**src/rtl/pipe_pkg.sv**
```systemverilog
// Shared pipeline constants: Tuse/Tnew encoding, MD unit latencies, bubble PC.
// Also hosts the single-producer hazard predicate used by the stall logic.
package pipe_pkg;

  localparam int TNEW_W = 2;
  localparam int REG_W  = 5;

  typedef logic [TNEW_W-1:0] tval_t;
  typedef logic [REG_W-1:0]  reg_t;

  // Tuse of 3 marks an operand the D instruction never reads
  localparam tval_t TUSE_NONE = 2'd3;

  localparam int MULT_CYCLES = 5;
  localparam int DIV_CYCLES  = 10;

  localparam logic [31:0] BUBBLE_PC = 32'h0000_3000;

  function automatic logic src_hazard(input reg_t src, input tval_t tuse,
                                      input reg_t a3, input tval_t tnew);
    return (src != '0) && (src == a3) && (tnew > tuse);
  endfunction

endpackage

```
**src/rtl/pipe_stall_ctrl_if.sv**
```systemverilog
// D/E/M hazard inputs and stall outputs of the stall controller.
// master drives the pipeline-side fields; slave is the controller.
interface pipe_stall_ctrl_if;
  import pipe_pkg::*;

  reg_t  D_rs;
  reg_t  D_rt;
  tval_t D_Tuse_rs;
  tval_t D_Tuse_rt;
  logic  D_is_md;
  reg_t  E_A3;
  tval_t E_Tnew;
  reg_t  M_A3;
  tval_t M_Tnew;
  logic  E_md_start;
  logic  E_md_is_div;
  logic  stall;
  logic  md_busy;

  modport master (
    output D_rs, D_rt, D_Tuse_rs, D_Tuse_rt, D_is_md,
    output E_A3, E_Tnew, M_A3, M_Tnew, E_md_start, E_md_is_div,
    input  stall, md_busy
  );

  modport slave (
    input  D_rs, D_rt, D_Tuse_rs, D_Tuse_rt, D_is_md,
    input  E_A3, E_Tnew, M_A3, M_Tnew, E_md_start, E_md_is_div,
    output stall, md_busy
  );

endinterface

```
**src/rtl/md_busy_counter.sv**
```systemverilog
// Multiply/divide busy window: loads on start, counts down, saturates at 0.
// md_busy is combinational: high on the start cycle plus the loaded count.
module md_busy_counter #(
  parameter int MULT_CYCLES = pipe_pkg::MULT_CYCLES,
  parameter int DIV_CYCLES  = pipe_pkg::DIV_CYCLES,
  parameter int CNT_W       = 4
) (
  input  logic             clk,
  input  logic             reset,
  input  logic             start,
  input  logic             is_div,
  output logic [CNT_W-1:0] cnt,
  output logic             md_busy
);

  localparam logic [CNT_W-1:0] MULT_LD = CNT_W'(MULT_CYCLES);
  localparam logic [CNT_W-1:0] DIV_LD  = CNT_W'(DIV_CYCLES);

  // A start while already busy reloads: the newest operation owns the unit
  always_ff @(posedge clk or negedge reset) begin
    if (!reset) begin
      cnt <= '0;
    end else if (start) begin
      cnt <= is_div ? DIV_LD : MULT_LD;
    end else if (cnt != '0) begin
      cnt <= cnt - 1'b1;
    end
  end

  assign md_busy = start || (cnt != '0);

endmodule

```
**src/rtl/pipe_stall_ctrl.sv**
```systemverilog
// Pipeline stall controller: Tuse/Tnew hazard check on D vs E/M plus MD busy stall.
// Optional perf counters under PIPE_STALL_PERF_EN.
module pipe_stall_ctrl #(
  parameter int MULT_CYCLES = pipe_pkg::MULT_CYCLES,
  parameter int DIV_CYCLES  = pipe_pkg::DIV_CYCLES,
  parameter int CNT_W       = 4
) (
  input  logic              clk,
  input  logic              reset,
  pipe_stall_ctrl_if.slave  bus
`ifdef PIPE_STALL_PERF_EN
  ,
  output logic [31:0]       stall_cycles,
  output logic [31:0]       md_stall_cycles
`endif
);
  import pipe_pkg::*;

  localparam int MD_MAX = (MULT_CYCLES > DIV_CYCLES) ? MULT_CYCLES : DIV_CYCLES;

  if ((1 << CNT_W) <= MD_MAX) begin : g_cnt_too_narrow
    $error("CNT_W too small for MULT_CYCLES/DIV_CYCLES");
  end

  logic [CNT_W-1:0] md_cnt;
  logic             md_busy_int;
  logic             stall_rs;
  logic             stall_rt;
  logic             stall_md;
  logic             stall_int;

  md_busy_counter #(
    .MULT_CYCLES (MULT_CYCLES),
    .DIV_CYCLES  (DIV_CYCLES),
    .CNT_W       (CNT_W)
  ) u_md_cnt (
    .clk     (clk),
    .reset   (reset),
    .start   (bus.E_md_start),
    .is_div  (bus.E_md_is_div),
    .cnt     (md_cnt),
    .md_busy (md_busy_int)
  );

  // Tnew never exceeds 2, so an unused operand (Tuse 3) cannot stall
  assign stall_rs = src_hazard(bus.D_rs, bus.D_Tuse_rs, bus.E_A3, bus.E_Tnew) ||
                    src_hazard(bus.D_rs, bus.D_Tuse_rs, bus.M_A3, bus.M_Tnew);
  assign stall_rt = src_hazard(bus.D_rt, bus.D_Tuse_rt, bus.E_A3, bus.E_Tnew) ||
                    src_hazard(bus.D_rt, bus.D_Tuse_rt, bus.M_A3, bus.M_Tnew);
  assign stall_md = bus.D_is_md && md_busy_int;

  assign stall_int   = stall_rs || stall_rt || stall_md;
  assign bus.stall   = stall_int;
  assign bus.md_busy = md_busy_int;

  a_cnt_range : assert property (@(posedge clk) disable iff (!reset)
                                 int'(md_cnt) <= MD_MAX);

`ifdef PIPE_STALL_PERF_EN
  always_ff @(posedge clk or negedge reset) begin
    if (!reset) begin
      stall_cycles    <= '0;
      md_stall_cycles <= '0;
    end else begin
      if (stall_int) stall_cycles    <= stall_cycles + 32'd1;
      if (stall_md)  md_stall_cycles <= md_stall_cycles + 32'd1;
    end
  end
`endif

endmodule

```
**src/flat_wrapper.sv**
```systemverilog
// flat-port wrapper written by rule: the top's interface ports become plain ports
module pipe_stall_ctrl_flat import pipe_pkg::*;
#(
  parameter int MULT_CYCLES = pipe_pkg::MULT_CYCLES,
  parameter int DIV_CYCLES  = pipe_pkg::DIV_CYCLES,
  parameter int CNT_W       = 4
)
  (clk, reset, bus_D_rs, bus_D_rt, bus_D_Tuse_rs, bus_D_Tuse_rt, bus_D_is_md, bus_E_A3, bus_E_Tnew, bus_M_A3, bus_M_Tnew, bus_E_md_start, bus_E_md_is_div, bus_stall, bus_md_busy);
  pipe_stall_ctrl_if bus_i ();
  input  logic clk;
  input  logic reset;
  input wire logic [$bits(bus_i.D_rs)-1:0] bus_D_rs;
  input wire logic [$bits(bus_i.D_rt)-1:0] bus_D_rt;
  input wire logic [$bits(bus_i.D_Tuse_rs)-1:0] bus_D_Tuse_rs;
  input wire logic [$bits(bus_i.D_Tuse_rt)-1:0] bus_D_Tuse_rt;
  input wire logic [$bits(bus_i.D_is_md)-1:0] bus_D_is_md;
  input wire logic [$bits(bus_i.E_A3)-1:0] bus_E_A3;
  input wire logic [$bits(bus_i.E_Tnew)-1:0] bus_E_Tnew;
  input wire logic [$bits(bus_i.M_A3)-1:0] bus_M_A3;
  input wire logic [$bits(bus_i.M_Tnew)-1:0] bus_M_Tnew;
  input wire logic [$bits(bus_i.E_md_start)-1:0] bus_E_md_start;
  input wire logic [$bits(bus_i.E_md_is_div)-1:0] bus_E_md_is_div;
  output wire logic [$bits(bus_i.stall)-1:0] bus_stall;
  output wire logic [$bits(bus_i.md_busy)-1:0] bus_md_busy;
  assign bus_i.D_rs = bus_D_rs;
  assign bus_i.D_rt = bus_D_rt;
  assign bus_i.D_Tuse_rs = bus_D_Tuse_rs;
  assign bus_i.D_Tuse_rt = bus_D_Tuse_rt;
  assign bus_i.D_is_md = bus_D_is_md;
  assign bus_i.E_A3 = bus_E_A3;
  assign bus_i.E_Tnew = bus_E_Tnew;
  assign bus_i.M_A3 = bus_M_A3;
  assign bus_i.M_Tnew = bus_M_Tnew;
  assign bus_i.E_md_start = bus_E_md_start;
  assign bus_i.E_md_is_div = bus_E_md_is_div;
  assign bus_stall = bus_i.stall;
  assign bus_md_busy = bus_i.md_busy;
  pipe_stall_ctrl #(.MULT_CYCLES(MULT_CYCLES), .DIV_CYCLES(DIV_CYCLES), .CNT_W(CNT_W)) u_core (.clk(clk), .reset(reset), .bus(bus_i));
endmodule
```
**config.mk**
```make
export PLATFORM = sky130hd
export DESIGN_NAME = pipe_stall_ctrl_flat
export DESIGN_NICKNAME = d
export VERILOG_FILES = /design/src/rtl/pipe_pkg.sv /design/src/rtl/pipe_stall_ctrl_if.sv /design/src/rtl/md_busy_counter.sv /design/src/rtl/pipe_stall_ctrl.sv /design/src/flat_wrapper.sv
export SDC_FILE = /design/constraint.sdc
export NUM_CORES = 1
export LEC_CHECK = 0
export CAP_MARGIN = 20
export CORE_MARGIN = 2
export CORE_UTILIZATION = 39
export CTS_CLUSTER_DIAMETER = 40
export CTS_CLUSTER_SIZE = 12
export DETAILED_ROUTE_END_ITERATION = 16
export GPL_TIMING_DRIVEN = 0
export PLACE_DENSITY = 0.79
export REMOVE_ABC_BUFFERS = 1
export SYNTH_ARGS = -nofsm -noshare
export SYNTH_HDL_FRONTEND = slang
export SYNTH_HIERARCHICAL = 1
export SYNTH_SLANG_ARGS = --single-unit
```
**constraint.sdc**
```tcl
create_clock -name clk -period 4.1 [get_ports clk]
set_clock_uncertainty 0.2 [all_clocks]
set_input_delay 1.23 -clock clk [delete_from_list [all_inputs] [get_ports clk]]
set_output_delay 1.23 -clock clk [all_outputs]
set_load 0.05 [all_outputs]
```
**Placement view**

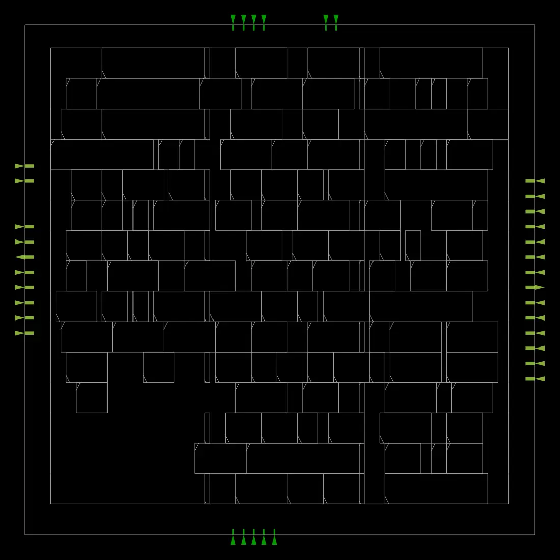
flip-flops: 4
Post-Layout Cell Count: 132

**Signal wires on met3**

Bar = 10 um.
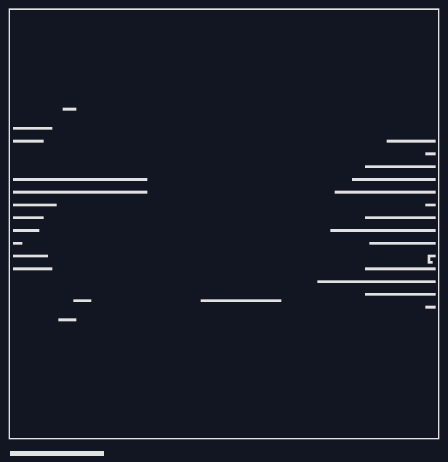
main direction: horizontal
wire length on this layer: 152 um
longest straight run: 14.0 um
share of all routed wire: 7.7%
nets with wire on the layer: 26

**Met2 routing**

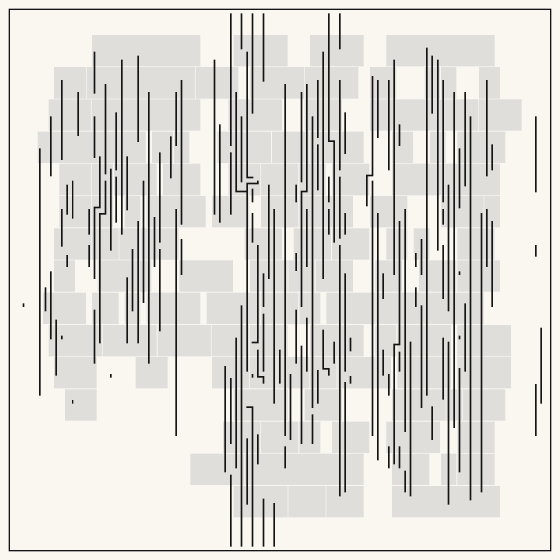
share of all routed wire: 57%
longest straight run: 32.3 um
Global Route met2 Usage: 37.75%
final WL: 1984 um

**Wires at chosen ports, followed through buffers**

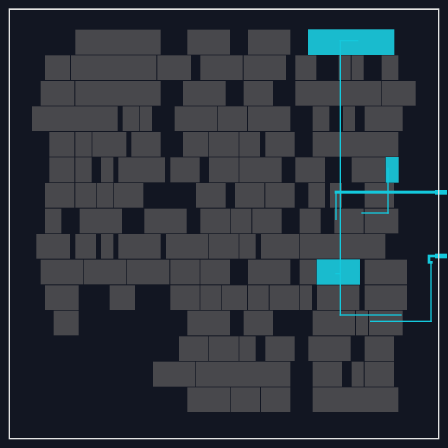
legend:
  cyan:
    port: bus_E_Tnew
    bits: 2
    direction: input
    edge: right
    end_cells: 3
    wire: 73.0 um

==> reports/qor.csv <==
metric,value,unit
number of maximum-capacitance violations,0,
worst endpoint required time,2.67,ns
weighted congestion at the end of routability-driven global placement,0.7587,
CTS clock-pin slew for the worst setup and hold paths,0.04,ns
number of CTS-inserted buffers,3,
register with the most flip-flops,u_core/u_md_cnt/cnt,
DRC viols,0,
Peak supply drop,0.2267,mV
Max clock buf depth,2,
via count of the first global-routing pass,700,
post_cts resized,35,
n_diodes,0,
first-pass iteration count of the detailed router,3,
largest stage delay on the critical path,0.27,ns
terminating pin of the worst hold path,u_core/u_md_cnt/cnt[0],
Top Consumer,combinational logic,
layout cells sized above 1,23.48,%
die x size,45.59,um
overall via count from detail_route,689,
stage-log warning count,26,
Met2 Routed Length,1133,um
library cell with the largest summed area after synthesis,ha_1,
"Arr. time, crit path",2.62,ns
Comb group,129,uW
global-route wire length before repair,2829,um
Tightest Hold Check Type,reg -> reg,
HPWL Detailed,1461,um
Sinks on Clock Net,4,
total length of routed met3 wires,152,um
htree depth,1,
Regs by FF count,u_core/u_md_cnt/cnt: 4 flops,
standard cell area after detailed placement,1025,sq um
slowest stage cell on the critical path,ha_4,
latest clock arrival within the worst-skew pair,0.24,ns
yosys stat cell total,79,
number of violations reported at the end of detailed-routing iteration 0,6,
number of nets with antenna violations after routing,0,
"Period Utilization, post-route",98.89,%
power in sequential cells,55.8,uW
proportion of total power due to net switching,37.46,%
gate count of the mapped netlist,79,
I/O pins,35,
Root Driver,clkbuf_4,
area grow syn2layout,75.51,%
pins over their slew limit,0,
post-synthesis cell type count,25,
top routing layer in use,met4,
Final TNS setup,0,ns
area of the core,1670,sq um
Site Rows,15,
run status,completed,
P_int,149.3,uW
min-delay src,u_core/u_md_cnt/cnt[0],
Final min period,4.054,ns
register-to-register path setup slack,2.44,ns
Max Freq,246.7,MHz
part of the total power dissipated in the clock network,22.4,%
Pwr Density,201.7,nW/um^2
Worst Max-Slew Pin Slew,0.2642,ns
count of nets after finishing,160,
reg2reg end,u_core/u_md_cnt/cnt[0],
most utilized layer in the global route result,met2,
P_clk,53.5,uW
CP Max Fanout,2,
startpoint of the lowest-slack register-to-register path,u_core/u_md_cnt/cnt[0],
share of the synthesized area in the top cell type,18.55,%
total net switching power,89.43,uW
setup slack of the critical path after layout,0.04571,ns
"flip-flop count of the largest register, all copies and words added",4,
"Non-Filler Cell Area, Final",1184,sq um
met1 Track Usage GR,18.62,%
GRT Total Usage,19.42,%
average wire length per cell after detail routing,15.03,um
fraction of the yosys area taken by sequential cells,14.84,%
CP Cell Sequence,dlygate4sd2_1 -> inv_2 -> ha_4 -> nor2b_2 -> o21ai_2 -> a2111oi_4 -> o22ai_1 -> nand3_1 -> buf_6,
wire length on met1,675,um
largest net degree at the start of global routing,9,
post-CTS setup repair buffer count,0,
grt met3 use,4.762,%
"commonest cells after routing, fill and taps aside","16 x dlymetal6s2s_1, 14 x xnor2_1, 8 x xor2_1",
critical path type,in -> out,
total number of yosys warnings,6,
average footprint of a synthesized cell,8.537,sq um
Min Hold Slack,0.3462,ns
leakage power,0.5928,nW
Vias per Instance,5.220,
Die Size,2078,sq um
Worst Hold Depth,1,
placed cell count,129,
total global routing overflow,0,
Final Total Pwr,238.7,uW
input/output buffers,34,
final design utilization,70.86,%
core utilization before placement,40.37,%
proportion of power drawn by flip-flops and latches,23.4,%
most numerous logic cell after layout,dlymetal6s2s_1,
Area contributors post-synth,"ha_1 19%, xnor2_1 18%, dfrtp_1 15%",
initial antenna violation count,0,
sort of element at the start of the critical path,primary input,
count of endpoints failing hold in the final timing report,0,
Worst R2R Path Depth,5,
post-place setup slack,-0.8934,ns
CP endpoint kind,primary output,
final tally of setup violations,0,
Slew Limit Headroom,82.24,%
CTS tree,built,
hold-fix buffers at CTS,0,
die height,45.59,um
proportion of power drawn by combinational gates,54.2,%
summed instance area of the synthesized netlist,674.4,sq um
YS chip area,674.4,sq um
register bit count reported by yosys,4,
-- worst max path at each step --
stage	to	cells after the start	start	slack, ns
3_3_place_gp	bus_stall	9	bus_D_Tuse_rt[1]	-0.84
3_5_place_dp	bus_stall	9	bus_D_Tuse_rt[1]	-0.89
5_1_grt	bus_stall	9	bus_D_Tuse_rs[1]	-0.06
6_report	bus_stall	9	bus_D_Tuse_rs[1]	0.05
2_1_floorplan	bus_stall	7	bus_D_Tuse_rs[1]	0.19
4_1_cts	bus_stall	5	bus_D_rt[2]	0.001
-- cell families after synthesis --
family / after synthesis / share of synthesized area, %
compound gates: 12 / 12.24
xor+xnor: 22 / 28.57
fa+ha+maj: 10 / 18.55
buf+inv: 10 / 6.679
flops: 4 / 14.84
simple gates: 21 / 19.11
-- cell type report --
| cell class | instances | area (sq um) |
|---|---|---|
| Clock buffer | 3 | 22.52 |
| Inverter | 9 | 33.78 |
| Multi-Input combinational cell | 65 | 640.6 |
| Sequential cell | 4 | 100.1 |
| Timing Repair Buffer | 34 | 365.4 |
| Tap cell | 17 | 21.27 |
| Fill cell | 139 | 486.7 |
-- cell usage after synthesis, drive strengths merged --
master / n
or4: 2
ha: 10
nand3: 3
nor3: 1
dfrtp: 4
or4b: 1
o22ai: 2
nor2b: 1
inv: 9
xor2: 8
o21ai: 3
nand2: 4
o211a: 1
buf: 1
and2: 1
nor4: 3
o21a: 1
nand4: 3
xnor2: 14
o211ai: 1
a2111oi: 1
a21oi: 3
nand2b: 2
-- worst max-delay path, delay by kind of cell --
kind	cells	cell delay, ns
adders and majority gates	1	0.27
buffers and inverters	3	0.41
AOI/OAI and AO/OA	3	0.43
and+or+nand+nor	2	0.26
Power figures rest on the tool's default switching activity, not on a simulated workload.
